[src/rtl/bist_banco_registros_pkg.sv]
// Shared types and expected-pattern function for the register file BIST.
// Optional build macro BIST_X0_ZERO_EN: register 0 is hardwired to zero.
package banco_bist_pkg;

  typedef enum logic [1:0] {
    IDLE  = 2'd0,
    WRITE = 2'd1,
    READ  = 2'd2,
    DONE  = 2'd3
  } bist_state_t;

  // Working width of expected(); callers cast down to their own register width,
  // so register files wider than this are not supported.
  localparam int EXP_W = 256;

  // E(ptr): base pattern (inverted on the second pass) XOR the zero-extended pointer.
  function automatic logic [EXP_W-1:0] expected(
    input logic [EXP_W-1:0] ptr,
    input logic             pass,
    input logic [EXP_W-1:0] pattern
  );
`ifdef BIST_X0_ZERO_EN
    if (ptr == '0) return '0;
`endif
    return (pass ? ~pattern : pattern) ^ ptr;
  endfunction

endpackage

[src/rtl/bist_banco_registros_if.sv]
// Register file port bundle between the BIST controller (master) and BancoRegistros (slave).
interface bist_banco_registros_if #(
  parameter int N    = 32,
  parameter int Bits = 64
);

  logic                 wr_en;
  logic [$clog2(N)-1:0] ptr_wr;
  logic [Bits-1:0]      data_wr;
  logic [$clog2(N)-1:0] ptr_rd_1;
  logic [$clog2(N)-1:0] ptr_rd_2;
  logic [Bits-1:0]      data_rd_1;
  logic [Bits-1:0]      data_rd_2;

  modport master (
    output wr_en, ptr_wr, data_wr, ptr_rd_1, ptr_rd_2,
    input  data_rd_1, data_rd_2
  );

  modport slave (
    input  wr_en, ptr_wr, data_wr, ptr_rd_1, ptr_rd_2,
    output data_rd_1, data_rd_2
  );

endinterface

[src/rtl/bist_banco_registros_comparador.sv]
// One read-port checker: regenerates E(ptr) for the pass and flags a data mismatch.
module bist_comparador
  import banco_bist_pkg::*;
#(
  parameter int              Bits    = 64,
  parameter int              PTR_W   = 5,
  parameter logic [Bits-1:0] PATTERN = {Bits/8{8'hA5}}
) (
  input  logic [PTR_W-1:0] ptr,
  input  logic             pass,
  input  logic [Bits-1:0]  data,
  output logic             mismatch
);

  logic [Bits-1:0] exp_val;

  assign exp_val  = Bits'(expected(EXP_W'(ptr), pass, EXP_W'(PATTERN)));
  assign mismatch = (data != exp_val);

endmodule

[src/rtl/bist_banco_registros.sv]
// March-style BIST for BancoRegistros: write E(a) to all registers, read back in pairs,
// repeat with the inverted pattern; report pass/fail, error count and first failing pointer.
module bist_banco_registros
  import banco_bist_pkg::*;
#(
  parameter int              N       = 32,
  parameter int              Bits    = 64,
  parameter logic [Bits-1:0] PATTERN = {Bits/8{8'hA5}}
) (
  input  logic                   clk,
  input  logic                   rst,
  input  logic                   start,
  bist_banco_registros_if.master rf,
  output logic                   busy,
  output logic                   done,
  output logic                   fail,
  output logic [$clog2(N)+1:0]   err_count,
  output logic [$clog2(N)-1:0]   first_err_ptr
);

  localparam int PW = $clog2(N);
  localparam int EW = PW + 2;

  function automatic logic [EW-1:0] sat_add(input logic [EW-1:0] a, input logic [1:0] inc);
    logic [EW:0] s;
    s = {1'b0, a} + {{(EW-1){1'b0}}, inc};
    return s[EW] ? '1 : s[EW-1:0];
  endfunction

  bist_state_t     state_q, state_d;
  logic [PW-1:0]   cnt_q, cnt_d;
  logic            pass_q, pass_d;

  logic            wr_en_q, wr_en_d;
  logic [PW-1:0]   ptr_wr_q, ptr_wr_d;
  logic [Bits-1:0] data_wr_q, data_wr_d;
  logic [PW-1:0]   ptr_rd_1_q, ptr_rd_1_d;
  logic [PW-1:0]   ptr_rd_2_q, ptr_rd_2_d;
  logic            vld_p1, vld_p1_d;
  logic            pass_p1, pass_p1_d;

  logic            busy_q, busy_d;
  logic            done_q, done_d;
  logic            fail_q, fail_d;
  logic [EW-1:0]   err_q, err_d;
  logic [PW-1:0]   first_q, first_d;

  logic            mis_1, mis_2;
  logic [Bits-1:0] exp_wr;

  assign exp_wr = Bits'(expected(EXP_W'(cnt_q), pass_q, EXP_W'(PATTERN)));

  bist_comparador #(.Bits(Bits), .PTR_W(PW), .PATTERN(PATTERN)) u_cmp_1 (
    .ptr      (ptr_rd_1_q),
    .pass     (pass_p1),
    .data     (rf.data_rd_1),
    .mismatch (mis_1)
  );

  bist_comparador #(.Bits(Bits), .PTR_W(PW), .PATTERN(PATTERN)) u_cmp_2 (
    .ptr      (ptr_rd_2_q),
    .pass     (pass_p1),
    .data     (rf.data_rd_2),
    .mismatch (mis_2)
  );

  always_comb begin
    state_d    = state_q;
    cnt_d      = cnt_q;
    pass_d     = pass_q;
    wr_en_d    = 1'b0;
    ptr_wr_d   = ptr_wr_q;
    data_wr_d  = data_wr_q;
    ptr_rd_1_d = ptr_rd_1_q;
    ptr_rd_2_d = ptr_rd_2_q;
    vld_p1_d   = 1'b0;
    pass_p1_d  = pass_q;
    busy_d     = busy_q;
    done_d     = done_q;
    fail_d     = fail_q;
    err_d      = err_q;
    first_d    = first_q;

    // Compare stage: pointers registered last edge, read data valid this cycle.
    if (vld_p1) begin
      err_d = sat_add(err_q, {1'b0, mis_1} + {1'b0, mis_2});
      // err_q still zero means no mismatch has been recorded in this run yet.
      if (err_q == '0 && (mis_1 || mis_2)) first_d = mis_2 ? ptr_rd_2_q : ptr_rd_1_q;
    end

    // Control stage: sequencing and next values of the registered port outputs.
    case (state_q)
      IDLE, DONE: begin
        if (state_q == DONE) begin
          busy_d = 1'b0;
          done_d = 1'b1;
          fail_d = (err_d != '0);
        end
        if (start && !busy_q) begin
          state_d = WRITE;
          cnt_d   = '0;
          pass_d  = 1'b0;
          busy_d  = 1'b1;
          done_d  = 1'b0;
          fail_d  = 1'b0;
          err_d   = '0;
          first_d = '0;
        end
      end
      WRITE: begin
        wr_en_d   = 1'b1;
        ptr_wr_d  = cnt_q;
        data_wr_d = exp_wr;
        cnt_d     = cnt_q + 1'b1;
        if (cnt_q == PW'(N - 1)) begin
          cnt_d   = '0;
          state_d = READ;
        end
      end
      READ: begin
        vld_p1_d   = 1'b1;
        ptr_rd_1_d = {cnt_q[PW-2:0], 1'b1};
        ptr_rd_2_d = {cnt_q[PW-2:0], 1'b0};
        cnt_d      = cnt_q + 1'b1;
        if (cnt_q == PW'(N / 2 - 1)) begin
          cnt_d = '0;
          if (!pass_q) begin
            pass_d  = 1'b1;
            state_d = WRITE;
          end else begin
            state_d = DONE;
          end
        end
      end
      default: state_d = IDLE;
    endcase
  end

  always_ff @(posedge clk or negedge rst) begin
    if (!rst) begin
      state_q    <= IDLE;
      cnt_q      <= '0;
      pass_q     <= 1'b0;
      wr_en_q    <= 1'b0;
      ptr_wr_q   <= '0;
      data_wr_q  <= '0;
      ptr_rd_1_q <= '0;
      ptr_rd_2_q <= '0;
      vld_p1     <= 1'b0;
      pass_p1    <= 1'b0;
      busy_q     <= 1'b0;
      done_q     <= 1'b0;
      fail_q     <= 1'b0;
      err_q      <= '0;
      first_q    <= '0;
    end else begin
      state_q    <= state_d;
      cnt_q      <= cnt_d;
      pass_q     <= pass_d;
      wr_en_q    <= wr_en_d;
      ptr_wr_q   <= ptr_wr_d;
      data_wr_q  <= data_wr_d;
      ptr_rd_1_q <= ptr_rd_1_d;
      ptr_rd_2_q <= ptr_rd_2_d;
      vld_p1     <= vld_p1_d;
      pass_p1    <= pass_p1_d;
      busy_q     <= busy_d;
      done_q     <= done_d;
      fail_q     <= fail_d;
      err_q      <= err_d;
      first_q    <= first_d;
    end
  end

  assign rf.wr_en       = wr_en_q;
  assign rf.ptr_wr      = ptr_wr_q;
  assign rf.data_wr     = data_wr_q;
  assign rf.ptr_rd_1    = ptr_rd_1_q;
  assign rf.ptr_rd_2    = ptr_rd_2_q;
  assign busy           = busy_q;
  assign done           = done_q;
  assign fail           = fail_q;
  assign err_count      = err_q;
  assign first_err_ptr  = first_q;

endmodule

[src/flat_wrapper.sv]
// flat-port wrapper written by rule: the top's interface ports become plain ports
module bist_banco_registros_flat import banco_bist_pkg::*;
#(
  parameter int              N       = 32,
  parameter int              Bits    = 64,
  parameter logic [Bits-1:0] PATTERN = {Bits/8{8'hA5}}
)
  (clk, rst, start, busy, done, fail, err_count, first_err_ptr, rf_wr_en, rf_ptr_wr, rf_data_wr, rf_ptr_rd_1, rf_ptr_rd_2, rf_data_rd_1, rf_data_rd_2);
  bist_banco_registros_if #(.N(N), .Bits(Bits)) rf_i ();
  input  logic clk;
  input  logic rst;
  input  logic start;
  output logic busy;
  output logic done;
  output logic fail;
  output logic [$clog2(N)+1:0] err_count;
  output logic [$clog2(N)-1:0] first_err_ptr;
  output wire logic [$bits(rf_i.wr_en)-1:0] rf_wr_en;
  output wire logic [$bits(rf_i.ptr_wr)-1:0] rf_ptr_wr;
  output wire logic [$bits(rf_i.data_wr)-1:0] rf_data_wr;
  output wire logic [$bits(rf_i.ptr_rd_1)-1:0] rf_ptr_rd_1;
  output wire logic [$bits(rf_i.ptr_rd_2)-1:0] rf_ptr_rd_2;
  input wire logic [$bits(rf_i.data_rd_1)-1:0] rf_data_rd_1;
  input wire logic [$bits(rf_i.data_rd_2)-1:0] rf_data_rd_2;
  assign rf_wr_en = rf_i.wr_en;
  assign rf_ptr_wr = rf_i.ptr_wr;
  assign rf_data_wr = rf_i.data_wr;
  assign rf_ptr_rd_1 = rf_i.ptr_rd_1;
  assign rf_ptr_rd_2 = rf_i.ptr_rd_2;
  assign rf_i.data_rd_1 = rf_data_rd_1;
  assign rf_i.data_rd_2 = rf_data_rd_2;
  bist_banco_registros #(.N(N), .Bits(Bits), .PATTERN(PATTERN)) u_core (.clk(clk), .rst(rst), .start(start), .rf(rf_i), .busy(busy), .done(done), .fail(fail), .err_count(err_count), .first_err_ptr(first_err_ptr));
endmodule
[config.mk]
export PLATFORM = sky130hd
export DESIGN_NAME = bist_banco_registros_flat
export DESIGN_NICKNAME = d
export VERILOG_FILES = /design/src/rtl/bist_banco_registros_pkg.sv /design/src/rtl/bist_banco_registros_if.sv /design/src/rtl/bist_banco_registros_comparador.sv /design/src/rtl/bist_banco_registros.sv /design/src/flat_wrapper.sv
export SDC_FILE = /design/constraint.sdc
export NUM_CORES = 1
export LEC_CHECK = 0
export ABC_AREA = 1
export CORE_AREA = 4 4 107 109
export CTS_CLUSTER_SIZE = 8
export DETAILED_ROUTE_END_ITERATION = 10
export DIE_AREA = 0 0 111 113
export GPL_ROUTABILITY_DRIVEN = 0
export PLACE_DENSITY = 0.85
export SETUP_SLACK_MARGIN = 0.05
export SLEW_MARGIN = 15
export SYNTH_ARGS = -nofsm -noshare
export SYNTH_HDL_FRONTEND = slang
export SYNTH_SLANG_ARGS = --single-unit
export TNS_END_PERCENT = 10
[constraint.sdc]
create_clock -name clk -period 3.9 [get_ports clk]
set_clock_uncertainty 0.1 [all_clocks]
set_input_delay 0.39 -clock clk [delete_from_list [all_inputs] [get_ports clk]]
set_output_delay 0.39 -clock clk [all_outputs]
set_load 0.05 [all_outputs]
==> flow_summary.yaml, run 1 <==
# implementation run metrics
final_layout:
  syn2layout_area_growth_pct: 47.7
  comb_area_um2: 2170
  final_area_um2: 6080
  instances_no_fill: 962
  antenna_cells: 0
  nets: 962
  nFillCells: 1004
  layout_top_cell: "clkdlybuf4s50_1"
  layout-drive-gt1-share: 0.0219
synth:
  syn_inst: 660
  edf_count: 0
  ys_cells: 660
  avgSynthCellArea_um2: 6.23
  top_area_frac: 0.262
  syn_area_um2: 4110
  muxShareOfSynthArea: 0.00243
  aoi_share: 0.0581
  yosys.stat.seqShare: 0.262
  ys_sh_adder: 0.0322
  ff_type: "dfrtp_1"
  ys_area_um2: 4110
  ys_ff: 43
  yosys.area.top_type: "dfrtp_1"
  simple_gate_area_frac: 0.426
  synth.distinct_cells: 33
timing:
  fmax_ghz: 0.299
  tightest_slew_ns: 1.00
  slew_viol_final: 0
  max_slew_margin: 0.327
  fin_tns_setup_ns: 0
  rsz0062_at_grt: "false"
  post-route-period-util: 0.858
  setup_ws_ns: 0.555
  setup_viol_count_final: 0
power_and_ir_drop:
  power_leader: "combinational cells"
  pg_comb_mw: 3.47
  p_seq_frac: 0.186
  clock_power_share: 0.059
  p_clk_uw: 270
  power_density_nw_per_um2: 756
  netSwitchingFraction: 0.598
  seq-power_uw: 853
  p_comb_frac: 0.755
  vdd_ir_drop_max_v: 0.00127
  power.total_mw: 4.59
clock_network:
  ctsResizeCount: 0
  post_cts_buffers: 0
  clk_latency_ns: 0.30
  tritoncts: "yes"
worst_setup_path:
  path_cells: "buf_4 -> nand2_1 -> nor2_1 -> nand2_1 -> nand2_1 -> nand2_1 -> nor2_1 -> nand4_1 -> fa_1 -> ha_1 -> or2_2 -> o22ai_1 -> nand3_1 -> nand3_1 -> nand2_1"
  slowest_delay_ns: 0.81
  critical_path_arrival_ns: 3.43
  path_buffers: 1
  cp_common_cell: "nand2_1"
  cpLargestDelayFamily: "simple AND/OR/NAND/NOR gates"
  reg2reg_setup_slack_ns: 0.56
  worstPathRequired_ns: 3.99
  cp-end-kind: "flip-flop"
drt:
  viasPerCell: 4.76
  top_layer_used: "met4"
  wl_met1_um: 5520
  dr_wl_met2_um: 6200
  drc_errors: 0
global_route:
  grt_pass1_wl_um: 20600
  grt_max_degree: 44
  grt_overflow: 0
place:
  dp_cells: 954
  pre_cts_slack_ns: 0.439
  placed_area_um2: 5990
  dp_hpwl_um: 10600
floorplanning:
  dieArea_um2: 12500
  chipHeight_um: 113
status:
  status: "completed"
run:
  warning_count: 31
-- run 1: final timing paths --
kind | startpoint | to | cells past startpoint
worst min register to register | u_core.rf.ptr_wr[1] | u_core.rf.ptr_wr[1] | 2
worst max register to register | u_core.pass_p1 | u_core.fail | 15
max in group asynchronous | rst | u_core.first_err_ptr[2] | 1
min in group clk | u_core.rf.ptr_wr[1] | u_core.rf.ptr_wr[1] | 2
worst min-delay path | rst | u_core.rf.ptr_wr[4] | 1
worst max-delay path | u_core.pass_p1 | u_core.fail | 15
-- run 1: worst reg2reg max path: cells and delay by family, from the launching register on --
kind                       cells  cell delay (ns)
AOI/OAI and AO/OA              1             0.18
adders and majority gates      2             0.77
buffers and inverters          1             0.29
DFF                            1             0.81
and+or+nand+nor               11             1.08
-- run 1: layout make-up --
class / count / share of cell area
multi-input combinational: 462 / 0.357
clock inverter: 2 / 0.00206
timing repair buffer: 226 / 0.371
sequential: 43 / 0.177
tap: 140 / 0.0288
inverter: 83 / 0.0521
clock buffer: 6 / 0.0119
-- run 1: synthesized netlist by cell type (all sizes together) (2+ instances only) --
library cell / instances
nand2: 178
nor2: 117
inv: 82
buf: 69
nand3: 53
dfrtp: 43
nand4: 21
a21oi: 15
o21ai: 15
nor3: 12
nor3b: 11
ha: 9
nor4b: 7
o22ai: 7
xor2: 4
clkbuf: 3
nand3b: 3
o211ai: 2
-- run 1: state kept, by name, indices dropped and copies added (netlist names), 2 cells and up --
signal	flops
u_core.rf.ptr_rd_1	4
u_core.state_q	2
u_core.rf.ptr_wr	5
u_core.rf.data_wr	7
u_core.err_count	7
u_core.cnt_q	5
u_core.first_err_ptr	5
-- run 1: metal layers --
metal	up-vias	global-route usage
met5	-	0
met4	0	0.0534
met3	17	0.0396
met2	146	0.352
met1	2051	0.239
li1	2361	-
==> run_1/io_placement.png <==
Pins as bars across the die edge, other pins in gray.
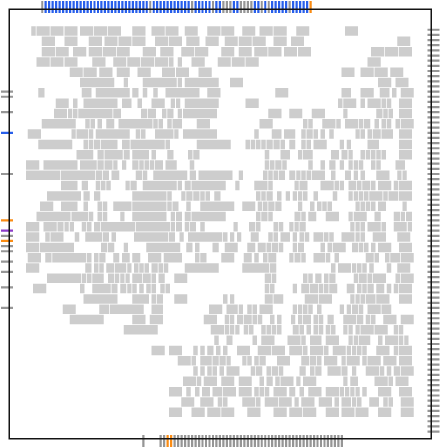
[first_err_ptr] orange | pins: 5 | direction: output | edge: 2 bottom, 2 left, 1 top
[rf_data_wr] blue | pins: 64 | direction: output | edge: 63 top, 1 left
[fail] purple | pins: 1 | direction: output | edge: left
all pins by edge: 79 right, 78 top, 54 bottom, 15 left

==> run_1/wires.png <==
Two of the layers only.
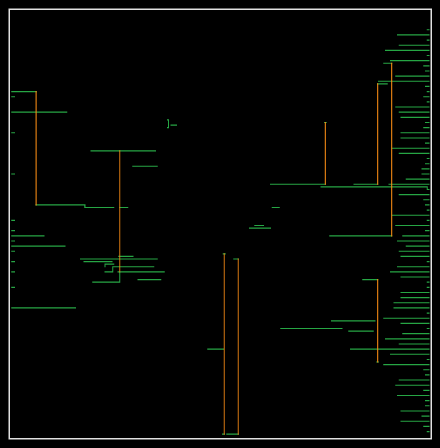
[metal 4] orange | wire length: 266 µm
[metal 3] green | wire length: 732 µm
Post-Route WL: 12700 µm
routed vias: 4575
WL/cell: 13.2 µm

==> run_1/clk_routes.png <==
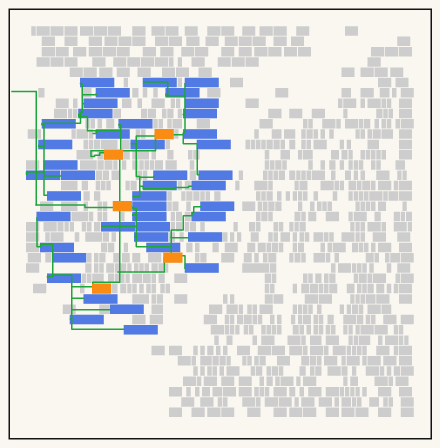
[clock wires] green | length: 472 µm
[flip-flops] blue | count: 43
[clock drivers] orange | count: 5
routed clock nets: 6

==> run_1/congestion.png <==
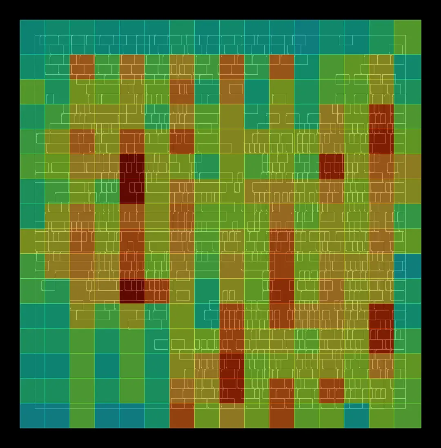
GRT met1 Usage: 0.239
gr usage total: 0.196
met2 usage: 0.352
Final Util: 0.573
GR peak layer: met2

==> run_1/placement_by_type.png <==
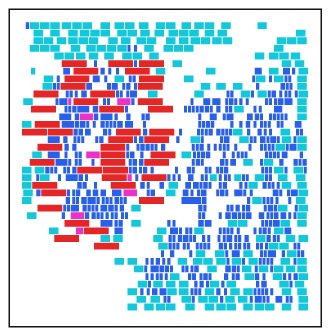

==> run 2, diff against run 1 <==
CORE_AREA = 4 4 106 108   (was 4 4 107 109)
DIE_AREA = 0 0 110 112   (was 0 0 111 113)
MAX_ROUTING_LAYER = met4   (was unset)
PLACE_DENSITY = 0.84   (was 0.85)
SYNTH_HIERARCHICAL = 1   (was unset)
==> run_2/placement_by_type.png <==
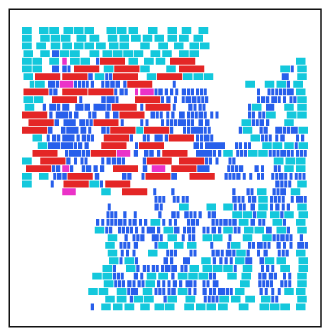
[clock drivers and dummy loads] magenta | cells: 8 | share of their area: 1.5%
[flops] red | cells: 43 | share of their area: 19%
[combinational and other logic] blue | cells: 520 | share of their area: 41%
[other buffers and delay cells] cyan | cells: 225 | share of their area: 39%

==> run 2 against run 1 <==
Compared with the run above:
- fmax grew 17%
- sequential share of layout area grew 0.54 points
- synthesized cell count shrank 4.8%
- die area shrank 1.8%
- sequential power is essentially flat
- non-clock buffer count shrank 1
- final cell count shrank 3.1%
- combinational power is essentially flat
- first-iteration DRC count shrank 4.6%
- critical endpoint is now u_core/fail
- highest routed layer unchanged
==> flow_summary.yaml, run 2 <==
# implementation run metrics
final_layout:
  antenna_cells: 0
  nFillCells: 945
  fin_util: 0.576
  nets: 936
  layout-drive-gt1-share: 0.0239
power_and_ir_drop:
  power_density_nw_per_um2: 779
  vdd_ir_drop_max_v: 0.00131
  power.total_mw: 4.59
drt:
  drc_errors: 0
  via_count: 4223
  routedWlPerCell_um: 13.3
  viasPerCell: 4.53
worst_setup_path:
  slowest_delay_ns: 0.38
  cp_common_cell: "nand2_1"
  worstPathRequired_ns: 4.00
  cpLargestDelayFamily: "simple AND/OR/NAND/NOR gates"
  path_buffers: 4
  worstSetupPathDepth: 21
  cp-end-kind: "flip-flop"
  critical_path_arrival_ns: 2.96
place:
  dp_cells: 924
  pre_cts_slack_ns: 0.832
  placed_area_um2: 5810
  dp_hpwl_um: 10100
synth:
  ys_ff: 43
  yosys.area.top_type: "dfrtp_1"
  syn_area_um2: 3920
  ff_type: "dfrtp_1"
  synth.top_cells.by_count: "nand2_1, nor2_1, inv_1, buf_4, dfrtp_1"
  aoi_share: 0.0689
  muxShareOfSynthArea: 0
  edf_count: 0
global_route:
  grt_usage: 0.196
  grt_overflow: 0
  grt_pass1_wl_um: 18700
  grt_max_degree: 44
timing:
  fin_tns_setup_ns: 0
  rsz0062_at_grt: "false"
  slew_viol_final: 0
  post-route-period-util: 0.734
status:
  status: "completed"
clock_network:
  tritoncts: "yes"
  clk_latency_ns: 0.30
  ctsResizeCount: 0
==> run 2: area by class of cell <==
type | instances | area [µm²] | share of cell area
Clock buffer | 6 | 72.6 | 0.0123
Clock inverter | 2 | 12.5 | 0.00212
Inverter | 91 | 352 | 0.0596
Multi-Input combinational cell | 429 | 1970 | 0.334
Sequential cell | 43 | 1080 | 0.183
Tap cell | 136 | 170 | 0.0289
Timing Repair Buffer | 225 | 2240 | 0.381
==> run 2: cell families after synthesis <==
logic type	Yosys count
AOI/OAI and AO/OA	49
xor gates and xnor gates	4
adders and majority gates	10
buffers and inverters	159
DFF	43
other	1
and+or+nand+nor	362
==> run 2: where the power goes <==
part / leakage [nW] / internal, mW / switching [mW]
Clock: 0.0412 / 0.125 / 0.149
Sequential: 0.549 / 0.610 / 0.243
Combinational: 2.20 / 1.10 / 2.37
Total: 2.79 / 1.83 / 2.76
==> run 2: path summary, 6_finish.rpt <==
path	start	endpoint	slack, ns
worst min-delay path	rst	u_core/rf.data_wr[0]	0.12
min in group clk	u_core/pass_p1_d	u_core/pass_p1	0.40
max in group asynchronous	rst	u_core/busy	3.01
worst max-delay path	u_core/pass_p1	u_core/fail	1.04
worst max register to register	u_core/pass_p1	u_core/fail	1.04
worst min register to register	u_core/pass_p1_d	u_core/pass_p1	0.40
==> run 2: per-layer routing <==
layer / global-route usage / share of wire / up-vias
met4: 0.0382 / 0.014 / 0
met5: - / 0 / -
met3: 0.0394 / 0.077 / 12
li1: - / - / 2213
met1: 0.227 / 0.40 / 1849
met2: 0.348 / 0.51 / 149
==> run_2/wires.png <==
Two of the layers only.
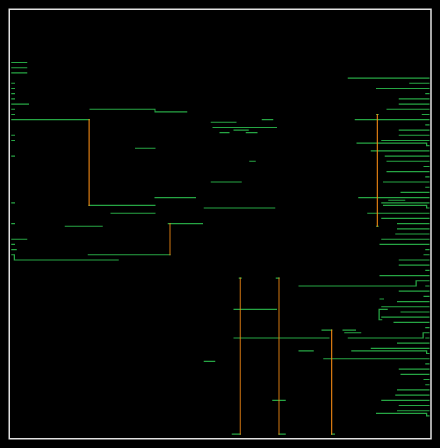

==> run 3, diff against run 2 <==
CORE_AREA = 4 4 111 113   (was 4 4 106 108)
DIE_AREA = 0 0 115 117   (was 0 0 110 112)
PLACE_DENSITY = 0.81   (was 0.84)
clock period = 2.3 ns   (was 3.9 ns; I/O delays follow)
==> run_3/wires.png <==
Two of the layers only.
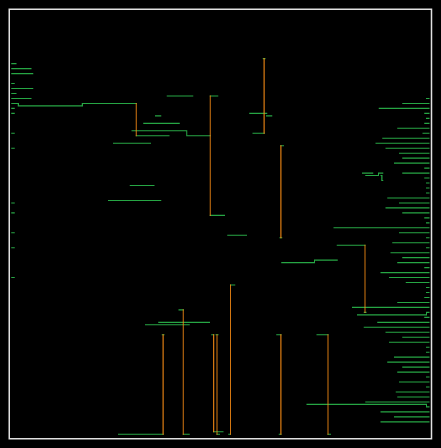
[metal 4] orange | wire length: 316 µm
[metal 3] green | wire length: 771 µm

==> run 3 against run 2 <==
Compared with the run above:
- the run now ends with negative setup slack left
- core utilization down 2.9 points
- sequential share of layout area down 0.75 points
- critical path depth down 1
- via count up 2.7%
- area after synthesis unchanged
- combinational power up 78%
- clock power rose to 2.7 times the previous value
- total power up 81%
- non-clock buffer count up 25
- critical path type unchanged
- critical endpoint unchanged
- largest cell class unchanged
==> flow_summary.yaml, run 3 <==
# implementation run metrics
final_layout:
  layout-drive-gt1-share: 0.172
  nFillCells: 1083
  fin_util: 0.547
  antenna_cells: 0
  nets: 962
  regArea_um2: 1080
  comb_area_um2: 2060
global_route:
  grt_max_degree: 31
  met1_usage: 0.215
  met3_usage: 0.0283
  grt_pass1_wl_um: 19000
  use_met2: 0.315
  grt_overflow: 0
  grt_usage: 0.180
  grt-busiest-layer: "met2"
hold_path:
  hold_path_class: "input pin to async pin"
timing:
  post-route-period-util: 1.14
  hold_viol: 0
  max_slew_margin: 0.485
  fmax_ghz: 0.381
  fin_tns_setup_ns: -1.29
  rsz0062_at_grt: "true"
  setup_ws_ns: -0.325
  setup_viol_count_final: 8
worst_setup_path:
  timing.rr.end: "u_core/fail"
  cp-end-kind: "flip-flop"
  worstPathRequired_ns: 2.37
  cp-endpoint: "u_core/fail"
  r2r_start: "u_core/pass_p1"
  slowest_delay_ns: 0.44
  path_buffers: 4
  critical_path_arrival_ns: 2.70
  cp_common_cell: "nand2_1"
  startpoint: "u_core/pass_p1"
  reg2reg_setup_slack_ns: -0.32
  cpLargestDelayFamily: "simple AND/OR/NAND/NOR gates"
  worstSetupPathDepth: 20
drt:
  routedWlPerCell_um: 13.3
  viasPerCell: 4.50
  via_count: 4338
  route.met3.wl_um: 771
  drc_errors: 0
  dr_wl_met2_um: 6440
  top_layer_used: "met4"
  wl_met1_um: 5280
power_and_ir_drop:
  vdd_ir_drop_max_v: 0.00248
  power.total_mw: 8.30
  power_density_nw_per_um2: 1340
place:
  io_buffer_count: 224
  dp_hpwl_um: 10500
  placed_area_um2: 5850
clock_network:
  clk_latency_ns: 0.28
  cts.sinks: 43
  tritoncts: "yes"
synth:
  syn_area_um2: 3920
  ys_cells: 628
  ff_type: "dfrtp_1"
  yosys.area.top_type: "dfrtp_1"
  synth.top_cells.by_count: "nand2_1, nor2_1, inv_1, buf_4, dfrtp_1"
  ys_ff: 43
  edf_count: 0
status:
  violations: "negative setup slack"
  status: "finished with violations"
floorplanning:
  dieArea_um2: 13500
## run 3: cell count changes in the layout (fill, tap and decap cells not counted), sizes merged
| cell | change |
|---|---|
| buf | +82 |
| dlygate4sd3 | +1 |
| clkbuf | +2 |
| clkdlybuf4s50 | -59 |
## run 3: layout make-up
class,instances,area share
Inverter,91,0.0584
Clock inverter,1,0.00121
Timing Repair inverter,1,0.00182
Sequential cell,43,0.175
Clock buffer,7,0.0247
Timing Repair Buffer,250,0.377
Multi-Input combinational cell,429,0.333
Tap cell,143,0.0289
## run 3: cells by family (layout without fill, tap and decap cells)
| kind of cell | Yosys count | after routing | synth area share |
|---|---|---|---|
| and+or+nand+nor | 362 | 362 | 0.387 |
| other | 1 | 4 | 0.000957 |
| AOI/OAI and AO/OA | 49 | 49 | 0.0689 |
| xor gates and xnor gates | 4 | 4 | 0.00894 |
| DFF | 43 | 43 | 0.274 |
| adders and majority gates | 10 | 10 | 0.0338 |
| buffers and inverters | 159 | 350 | 0.226 |
## run 3: through the flow
step / cells / setup slack [ns]
3_3_place_gp: 948 / -0.453
5_1_grt: 965 / -0.487
4_1_cts: 960 / -0.313
3_5_place_dp: 948 / -0.498
6_report: 965 / -0.325
2_1_floorplan: 631 / -0.145
## run 3: report_power, final
group / switching [mW] / total [mW] / internal (mW) / leakage (nW)
clock: 0.279 / 0.741 / 0.461 / 0.0761
combinational: 4.19 / 6.15 / 1.96 / 2.41
sequential: 0.366 / 1.41 / 1.05 / 0.542
## run 3: repair_timing
action	in CTS	in global routing
endpoints found under the setup margin	8	13
pin swaps	11	16
hold buffers	1	0
gates cloned	0	2
resized	13	20
hold endpoints to repair	25	0
setup buffers	3	3
Power figures rest on the tool's default switching activity, not on a simulated workload.
